<file path="src/rtl/mips_pkg.sv">
// Shared types and constants for the multi-cycle MIPS instruction fetch path.
// Latency: n/a (declarations only).
// Backpressure: n/a.
package mips_pkg;

  localparam int INSTR_W = 32;
  localparam int ADDR_W  = 32;

  // Word placed on if_instr while no instruction has been fetched yet.
  localparam logic [INSTR_W-1:0] NOP_WORD = 32'h0000_0000;

  typedef enum logic [1:0] {
    ST_IDLE  = 2'd0,
    ST_REQ   = 2'd1,
    ST_VALID = 2'd2,
    ST_ERR   = 2'd3
  } fetch_state_t;

  // Sequential PC; wraps modulo 2^32 with no carry-out.
  function automatic logic [ADDR_W-1:0] pc_inc(input logic [ADDR_W-1:0] pc);
    return pc + 32'd4;
  endfunction

  // Instruction addresses must be word aligned.
  function automatic logic addr_misaligned(input logic [ADDR_W-1:0] addr);
    return addr[1:0] != 2'b00;
  endfunction

endpackage

</file>
<file path="src/rtl/fetch_wait_timer.sv">
// Saturating count of request cycles that pass without a memory acknowledge.
// Latency: count updates one cycle after enable; timeout is combinational on the count.
// Backpressure: none; clear has priority over enable.
module fetch_wait_timer #(
  parameter int MAX_WAIT = 15
) (
  input  logic clk,
  input  logic rst,
  input  logic clear,
  input  logic enable,
  output logic timeout
);

  localparam logic [7:0] LP_MAX = 8'(MAX_WAIT);

  logic [7:0] r_count;

  // Count unacknowledged request cycles, holding at the limit.
  always_ff @(posedge clk or posedge rst) begin
    if (rst) begin
      r_count <= 8'd0;
    end else if (clear) begin
      r_count <= 8'd0;
    end else if (enable && (r_count != LP_MAX)) begin
      r_count <= r_count + 8'd1;
    end
  end

  assign timeout = (r_count == LP_MAX);

endmodule

</file>
<file path="src/rtl/fetch_controller.sv">
// PC sequencing and single-outstanding instruction fetch with branch/jump redirect.
// Latency: imem_ack edge -> if_valid the following cycle; at best one instruction per 2 cycles.
// Backpressure: stall holds if_* bit-stable in VALID; no new request is issued until the transfer.
module fetch_controller
  import mips_pkg::*;
#(
  parameter logic [31:0] RESET_PC = 32'h0000_0000,
  parameter int          MAX_WAIT = 15
) (
  input  logic               clk,
  input  logic               rst,
  input  logic               stall,
  input  logic               redirect_valid,
  input  logic [ADDR_W-1:0]  redirect_addr,
  output logic               imem_req,
  output logic [ADDR_W-1:0]  imem_addr,
  input  logic               imem_ack,
  input  logic [INSTR_W-1:0] imem_rdata,
  output logic               if_valid,
  output logic [INSTR_W-1:0] if_instr,
  output logic [ADDR_W-1:0]  if_pc,
  output logic [ADDR_W-1:0]  if_pc_plus4,
  output logic               fetch_err
);

  fetch_state_t       r_state;
  logic [ADDR_W-1:0]  r_pc;
  logic               r_pend_vld;
  logic [ADDR_W-1:0]  r_pend_addr;
  logic               r_imem_req;
  logic [ADDR_W-1:0]  r_imem_addr;
  logic               r_if_valid;
  logic [INSTR_W-1:0] r_if_instr;
  logic [ADDR_W-1:0]  r_if_pc;
  logic [ADDR_W-1:0]  r_if_pc_plus4;
  logic               r_fetch_err;

  logic w_req_live;
  logic w_timeout;
  logic w_redir_bad;
  logic w_timed_out;
  logic w_goto_err;

  // A request is live only in REQ with imem_req high; the REQ cycle after a
  // discarded fetch keeps imem_req low and any ack seen then is ignored.
  assign w_req_live  = (r_state == ST_REQ) && r_imem_req;
  assign w_redir_bad = redirect_valid && addr_misaligned(redirect_addr);
  assign w_timed_out = w_req_live && !imem_ack && w_timeout;
  assign w_goto_err  = (r_state != ST_ERR) && (w_redir_bad || w_timed_out);

  fetch_wait_timer #(
    .MAX_WAIT (MAX_WAIT)
  ) u_wait_timer (
    .clk     (clk),
    .rst     (rst),
    .clear   (!w_req_live || imem_ack),
    .enable  (w_req_live && !imem_ack),
    .timeout (w_timeout)
  );

  // Fetch FSM: owns PC, pending redirect and every registered output.
  always_ff @(posedge clk or posedge rst) begin
    if (rst) begin
      r_state       <= ST_IDLE;
      r_pc          <= RESET_PC;
      r_pend_vld    <= 1'b0;
      r_pend_addr   <= RESET_PC;
      r_imem_req    <= 1'b0;
      r_imem_addr   <= RESET_PC;
      r_if_valid    <= 1'b0;
      r_if_instr    <= NOP_WORD;
      r_if_pc       <= '0;
      r_if_pc_plus4 <= '0;
      r_fetch_err   <= 1'b0;
    end else if (w_goto_err) begin
      // Misaligned target or memory timeout: park until reset, no request to the bad address.
      r_state     <= ST_ERR;
      r_fetch_err <= 1'b1;
      r_imem_req  <= 1'b0;
      r_if_valid  <= 1'b0;
      r_pend_vld  <= 1'b0;
    end else begin
      case (r_state)
        ST_IDLE: begin
          r_state    <= ST_REQ;
          r_imem_req <= 1'b1;
          if (redirect_valid) begin
            r_pc        <= redirect_addr;
            r_imem_addr <= redirect_addr;
          end else begin
            r_imem_addr <= r_pc;
          end
        end

        ST_REQ: begin
          if (!r_imem_req) begin
            // Bubble after a discarded fetch: issue to the (possibly updated) PC.
            r_imem_req <= 1'b1;
            if (redirect_valid) begin
              r_pc        <= redirect_addr;
              r_imem_addr <= redirect_addr;
            end else begin
              r_imem_addr <= r_pc;
            end
          end else if (imem_ack) begin
            r_pend_vld <= 1'b0;
            r_imem_req <= 1'b0;
            if (redirect_valid || r_pend_vld) begin
              // Fetched word belongs to the wrong path; newest target wins.
              r_pc <= redirect_valid ? redirect_addr : r_pend_addr;
            end else begin
              r_state       <= ST_VALID;
              r_if_valid    <= 1'b1;
              r_if_instr    <= imem_rdata;
              r_if_pc       <= r_pc;
              r_if_pc_plus4 <= pc_inc(r_pc);
              r_pc          <= pc_inc(r_pc);
            end
          end else if (redirect_valid) begin
            // Request in flight: address must stay put, so remember the target.
            r_pend_vld  <= 1'b1;
            r_pend_addr <= redirect_addr;
          end
        end

        ST_VALID: begin
          if (redirect_valid) begin
            // Redirect squashes the presented instruction even if decode would take it.
            r_state     <= ST_REQ;
            r_if_valid  <= 1'b0;
            r_pc        <= redirect_addr;
            r_imem_req  <= 1'b1;
            r_imem_addr <= redirect_addr;
          end else if (!stall) begin
            r_state     <= ST_REQ;
            r_if_valid  <= 1'b0;
            r_imem_req  <= 1'b1;
            r_imem_addr <= r_pc;
          end
        end

        default: begin
          r_state <= ST_ERR;
        end
      endcase
    end
  end

  assign imem_req    = r_imem_req;
  assign imem_addr   = r_imem_addr;
  assign if_valid    = r_if_valid;
  assign if_instr    = r_if_instr;
  assign if_pc       = r_if_pc;
  assign if_pc_plus4 = r_if_pc_plus4;
  assign fetch_err   = r_fetch_err;

endmodule

</file>
<file path="config.mk">
export PLATFORM = sky130hd
export DESIGN_NAME = fetch_controller
export DESIGN_NICKNAME = d
export VERILOG_FILES = /design/src/rtl/mips_pkg.sv /design/src/rtl/fetch_wait_timer.sv /design/src/rtl/fetch_controller.sv
export SDC_FILE = /design/constraint.sdc
export NUM_CORES = 1
export LEC_CHECK = 0
export CORE_MARGIN = 5
export CORE_UTILIZATION = 52
export CTS_CLUSTER_SIZE = 20
export DETAILED_ROUTE_END_ITERATION = 10
export PLACE_DENSITY = 0.8
export SYNTH_ARGS = -nofsm -noshare
export SYNTH_HDL_FRONTEND = slang
export SYNTH_SLANG_ARGS = --single-unit
export TNS_END_PERCENT = 10
</file>
<file path="constraint.sdc">
create_clock -name clk -period 9.3 [get_ports clk]
set_input_delay 2.79 -clock clk [delete_from_list [all_inputs] [get_ports clk]]
set_output_delay 2.79 -clock clk [all_outputs]
set_load 0.01 [all_outputs]
</file>
Run 1, clock distribution:
Scale bar: 50 µm.
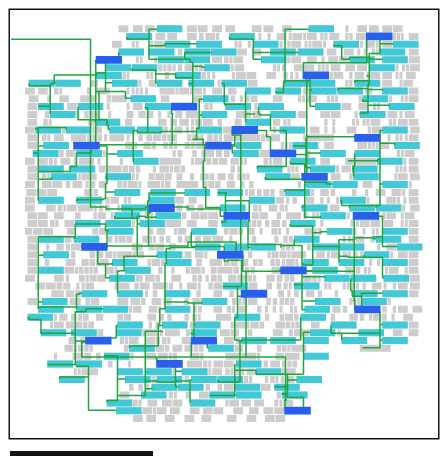
- green: clock wires (length 2600 µm)
- cyan: flip-flops (count 204)
- blue: clock-net drivers (count 22)
- flops lie: all over the die
- routed clock nets: 23

Run 1, register map, names as in the netlist:
Other sequential cells in the stronger gray, the rest of the logic in the fainter gray.
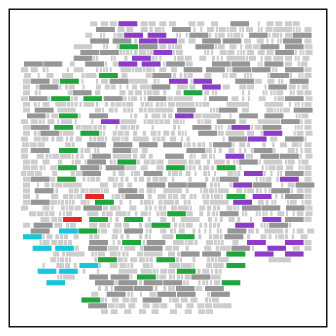
- green: r_pend_addr (sequential cells 32)
- cyan: u_wait_timer.r_count (sequential cells 8; where lower left)
- red: r_state (sequential cells 2)
- purple: if_pc_plus4 (sequential cells 30)

==> results_dict.tcl, run 1 <==
# implementation run metrics
set metrics [dict create \
    finalClockPeriodUsage 0.553 \
    synthFlopType "dfrtp_1" \
    p_seq_mw 1.40 \
    seq_area_um2 5100 \
    yosysCellCount 1073 \
    clkTransAtPathRegs_ns 0.06 \
    r2r_end "if_pc_plus4[2]" \
    power_density_nw_per_um2 249 \
    p_comb_frac 0.271 \
    pg_comb_uw 864 \
    postPlaceCellArea_um2 12000 \
    hold_violations 0 \
    dr.first_iter.drc_count 755 \
    wl_um 28100 \
    synth_cell_type_count 68 \
    hp-class "reg -> reg" \
    synth_flops 204 \
    ff2ff_path_depth 7 \
    yosysTopAreaCellShare 0.506 \
    yosys_warnings 0 \
    cp_max_fo 122 \
    cts_resized 0 \
    holdBufCountCts 0 \
    fin_crit_ns 5.14 \
    switching_power_mw 1.04 \
    detail_route.first_pass.iterations 5 \
    clk_path_buf_depth 3 \
    grt_pass1_vias 8253 \
    ios 200 \
    synth_area_um2 10100 \
    finalMaxSlewViolations 0 \
    peakVddDrop_uv 161 \
    drive_gt1_frac 0.0792 \
    clockRootBuffer "clkbuf_16" \
    leakage_nw 5.72 \
    wl_per_cell_um 18.8 \
    grt_max_degree 134 \
    fp_util 0.524 \
    async_flop_share 1.00 \
    outcome "finished, final reports clean" \
    die-height_um 149 \
    mi_logic_area_um2 4450 \
    row_count 51 \
    fin_area_um2 12800 \
    die_x_um 149 \
    seq_power_share 0.438 \
    fp_nets 1144 \
    postRouteAntennaNets 0 \
    top_area_cell "dfrtp_1" \
    synth-edff-count 0 \
    clock.fmax_mhz 194 \
    num-nets-final 1279 \
    p_sw_frac 0.327 \
    area_delta_synth_final_pct 26.6 \
    io_buffers 199 \
    postSynthCellCount 1073 \
    dieArea_um2 22300 \
    routed_via_density 5.69 \
    cts_htree_levels 1 \
    postCtsSetupRepairBufs 0 \
    synth.area.top_cells "dfrtp_1 (51%), nand2_1 (11%), o21ai_0 (5.7%), mux2_4 (4.2%), mux2i_1 (3.3%)" \
    rsz0062_at_grt "no" \
    setup_violations 0 \
    diodes 0 \
    final.setup.tns_ns 0 \
    syn_area_per_cell_um2 9.40 \
    worst_pin_slew_ns 1.20 \
]
Run 1, clock nets:
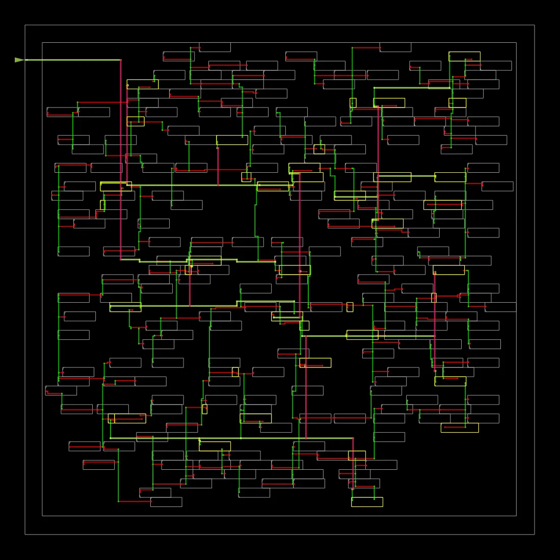
Clk. pwr: 925 µW
Flop Count: 204
Num CTS Buffers: 22
clk_lat worst skew: 0.51 ns
Sink Count: 204

[run 1: per-stage QoR]
stage	hold WS, ns	setup WS, ns
detailed placement	0.461	3.67
global route	0.494	3.88
finish	0.475	4.16
global placement	0.456	3.77
CTS	0.476	4.19
floorplan	0.461	0.943
[run 1: critical path, cell delays in order]
cell and delay [ns]:
buf_4 0.39, buf_4 0.65, nor3_2 0.11, buf_4 0.30, nand2_4 0.87, o21ai_0 0.24
[run 1: logic make-up (layout without fill, tap and decap cells)]
group / after synthesis / in the layout / share of synthesized area
DFF: 204 / 204 / 0.506
AOI/OAI and AO/OA: 229 / 229 / 0.135
buffers and inverters: 114 / 265 / 0.0554
adders and majority gates: 2 / 2 / 0.00248
xor gates and xnor gates: 31 / 31 / 0.0269
muxes: 64 / 64 / 0.0777
and+or+nand+nor: 429 / 429 / 0.197
[run 1: how the worst min path moves through the flow]
stage              endpoint  cells after the start    startpoint  slack (ns)
3_3_place_gp    if_instr[5]                      2   if_instr[5]        0.46
5_1_grt        if_instr[24]                      2  if_instr[24]        0.49
2_1_floorplan      if_pc[0]                      2       r_pc[0]        0.46
3_5_place_dp   if_instr[24]                      2  if_instr[24]        0.46
4_1_cts        if_instr[24]                      2  if_instr[24]        0.48
6_report          if_pc[11]                      2     if_pc[11]        0.47
[run 1: state kept, by name, indices dropped and copies added, names as in the netlist, 2 cells and up]
signal / cells
if_instr: 32
if_pc: 32
if_pc_plus4: 30
imem_addr: 32
r_pc: 32
r_pend_addr: 32
r_state: 2
u_wait_timer.r_count: 8
[run 1: per-layer routing]
layer / track usage / wire, µm / vias to the layer above
met3: 0.0398 / 2460 / 79
met2: 0.377 / 12600 / 402
met5: 0 / 0 / -
li1: - / - / 3955
met1: 0.356 / 11900 / 4035
met4: 0.0998 / 1120 / 0
[run 1: area by class of cell]
type,count,share of cell area
Clock inverter,11,0.0109
Timing Repair Buffer,208,0.161
Tap cell,265,0.0259
Clock buffer,29,0.0492
Sequential cell,204,0.400
Inverter,17,0.00558
Multi-Input combinational cell,755,0.348
[run 1: cells in the final DEF, fill, tap and decap left out, drive strengths merged, types with 10 or more instances in the layout]
master,netlist,layout
clkdlybuf4s50,0,198
a21oi,43,43
xnor2,14,14
xor2,17,17
nor3,13,13
dfrtp,204,204
mux2,31,31
mux2i,33,33
buf,58,10
a311oi,10,10
a31oi,10,10
nand3,21,21
and3,12,12
inv,17,17
nand4,13,13
nand4b,14,14
nor2,31,31
clkbuf,39,29
nand2,292,292
o21a,10,10
o21ai,119,119
[run 1: synth_stat cells (all sizes together), types with 2 or more instances]
master / n
a211oi: 6
a21oi: 43
a22o: 4
a2bb2oi: 5
a311o: 2
a311oi: 10
a31oi: 10
and2: 2
and3: 12
and4: 7
buf: 58
clkbuf: 39
dfrtp: 204
ha: 2
inv: 17
mux2: 31
mux2i: 33
nand2: 292
nand3: 21
nand3b: 3
nand4: 13
nand4b: 14
nor2: 31
nor2b: 2
nor3: 13
nor3b: 5
nor4: 3
o21a: 10
o21ai: 119
o22a: 7
o22ai: 2
o311a: 2
or3: 6
xnor2: 14
xor2: 17
Run 1, pin map:
Pins as bars across the die edge, other pins in gray.
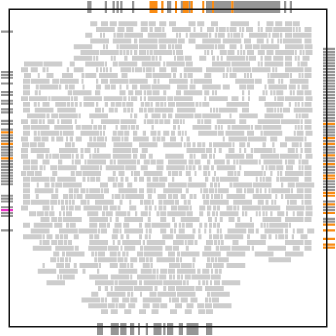

## Run 2: what changed since run 1
==> constraint.sdc (replaced) <==
create_clock -name clk -period 5.28 [get_ports clk]
set_input_delay 1.584 -clock clk [delete_from_list [all_inputs] [get_ports clk]]
set_output_delay 1.584 -clock clk [all_outputs]
set_load 0.01 [all_outputs]
Run 2, pin map:
Pins as bars across the die edge, other pins in gray.
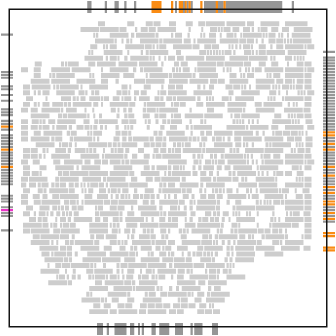
- magenta: imem_ack (pins 1; direction input; edge left)
- orange: if_pc_plus4 (pins 32; direction output; edge 16 right, 13 top, 3 left)
- all pins by edge: 63 top, 63 right, 41 left, 33 bottom

==> run 2 against run 1 <==
Wire length up 1.5%. Non-clock buffer count rose by 6. Sequential share of layout area shrank 0.14 points. Via count grew 1.9%. Setup slack worse by 2.8 ns. First-iteration DRC count up 26%. Design area increased by 0.35%. Count of clock-buffer cells in the layout is 1 higher. Power grew 75%. Global-route usage is 0.41 points higher. Highest routed layer unchanged.
==> results_dict.tcl, run 2 <==
# implementation run metrics
set metrics [dict create \
    area_delta_synth_final_pct 27.1 \
    yosysTopAreaCellShare 0.506 \
    top_cells_by_count "nand2_1 (292), dfrtp_1 (204), o21ai_0 (114)" \
    clk_path_buf_depth 3 \
    via_count 8628 \
    critical_path_class "reg -> out" \
    globalRouteTotalUtil 0.252 \
    path_delay_family "flip-flops" \
    core_um2 19300 \
    cts_htree_levels 1 \
    detail_route.first_pass.iterations 5 \
    synthFlopType "dfrtp_1" \
    grtUsageMet3 0.0501 \
    leakage_nw 5.74 \
    post-dp-hpwl_um 19300 \
    clockRootBuffer "clkbuf_16" \
    holdWs_ns 0.470 \
    critical_path.max_stage_delay_ns 1.08 \
    warnings 28 \
    slew_headroom 0.191 \
    finalWeightedCongestion 0.864 \
    row_count 51 \
    synth_cell_type_count 68 \
    syn_area_per_cell_um2 9.40 \
    cts_sinks 204 \
    postRouteAntennaNets 0 \
    yosys_warnings 0 \
    setup_violations 0 \
    postSynthCellCount 1073 \
    outcome "finished, final reports clean" \
    dieArea_um2 22300 \
    ys_chip_area_um2 10100 \
    cp_slowest_cell "dfrtp_1" \
    dr.first_iter.drc_count 953 \
    synth.area.top_cells "dfrtp_1 (51%), nand2_1 (11%), o21ai_0 (5.7%), mux2_4 (4.2%), mux2i_1 (3.3%)" \
    io_buffers 199 \
    synth_flops 204 \
    cp_max_fo 30 \
    clock.fmax_mhz 257 \
    skew_ns 0.0156 \
    die-height_um 149 \
    stdcell_count 1494 \
    num-nets-final 1286 \
    grt_pass1_vias 8280 \
    finalMaxSlewViolations 0 \
    power_density_nw_per_um2 434 \
    cts_made_buffers 23 \
    fin_crit_ns 3.89 \
    grtUsageMet2 0.389 \
    final.setup.tns_ns 0 \
    cp.required_ns 3.70 \
    wl_per_cell_um 19.1 \
    cp-start-kind "flip-flop" \
    hold_violations 0 \
    fillCellCount 1564 \
    maxCapViolations 0 \
    yosysCellCount 1073 \
    async_flop_share 1.00 \
    finalClockPeriodUsage 0.736 \
    grt_max_degree 123 \
    top_area_cell "dfrtp_1" \
    antenna_found_initial 0 \
    wl_um 28500 \
    diodes 0 \
    synth_dominant_cell_count "nand2_1" \
    pre_cts_ws_ns 1.25 \
    cts_resized 0 \
    synth-edff-count 0 \
    clkLatencyLatePin_ns 0.51 \
    total_power_mw 5.56 \
    grtUsageMet1 0.351 \
    drive_gt1_frac 0.0822 \
    setup_ws_ns 1.39 \
    fp_nets 1144 \
    fp_util 0.524 \
    cts_tree "done" \
    placed_cells 1455 \
    hp-class "reg -> reg" \
    die_x_um 149 \
    peakVddDrop_uv 259 \
    ios 200 \
    cp.arrival_ns 2.30 \
    ys_seq_frac 0.506 \
    final_cell_mix "nand2_1 (291), dfrtp_1 (204), clkdlybuf4s50_1 (198)" \
    postPlaceCellArea_um2 12100 \
    drc 0 \
    holdBufCountCts 0 \
    grt_pass1_wl_um 45300 \
    synth_area_um2 10100 \
    postCtsSetupRepairBufs 0 \
    worst_pin_slew_ns 1.21 \
    fin_area_um2 12800 \
    cp_cell_sequence "clkdlybuf4s50_1" \
    grt_overflow 0 \
    end_kind "output port" \
    lay_top_count "nand2_1" \
    clkTransAtPathRegs_ns 0.06 \
    routed_via_density 5.78 \
    path_buffers 1 \
    rsz0062_at_grt "no" \
    top_usage_layer "met2" \
]
Run 2, register map, names as in the netlist:
Other sequential cells in the stronger gray, the rest of the logic in the fainter gray.
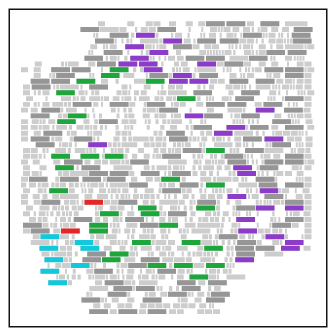
FF+latch area: 5100 µm²
sequential power: 2.45 mW
utilization of the core after routing: 0.665
Seq/total area: 0.398

[run 2: kinds of logic (layout without fill, tap and decap cells)]
family | count (synthesis) | in the layout | synth area share
flip-flops | 204 | 204 | 0.506
multiplexers | 64 | 64 | 0.0777
buffers and inverters | 114 | 270 | 0.0554
AND-OR/OR-AND | 229 | 229 | 0.135
AND/OR/NAND/NOR | 429 | 429 | 0.197
XOR/XNOR | 31 | 31 | 0.0269
adder cells (fa/ha/maj) | 2 | 2 | 0.00248
[run 2: routing by layer]
layer  wire, µm  share of wire  up-vias
met5          0              0        -
met4       1170          0.041        0
met3       2700          0.095       71
met2      13100           0.46      465
met1      11500           0.40     4140
li1           -              -     3952
[run 2: layout make-up]
cell class	count	area, µm²	share of cell area
sequential	204	5100	0.398
multi-input combinational	755	4450	0.347
timing repair buffer	214	2140	0.167
tap	265	332	0.0259
inverter	17	67.6	0.00527
clock inverter	9	101	0.00790
clock buffer	30	632	0.0493
[run 2: power by group]
part	internal (mW)	switching, mW
logic	0.841	0.700
registers	1.95	0.498
clock network	0.938	0.631
[run 2: path summary, 6_finish.rpt]
check,start,to,slack (ns),cells after the start
worst max-delay path,imem_req,imem_req,1.39,1
max in group asynchronous,rst,r_pend_addr[25],2.70,3
worst min-delay path,fetch_err,fetch_err,0.47,1
min in group asynchronous,rst,if_pc_plus4[11],1.61,2
worst max register to register,imem_req,if_pc[11],2.08,6
worst min register to register,fetch_err,fetch_err,0.47,1
Power is estimated from default activity; no workload was simulated.
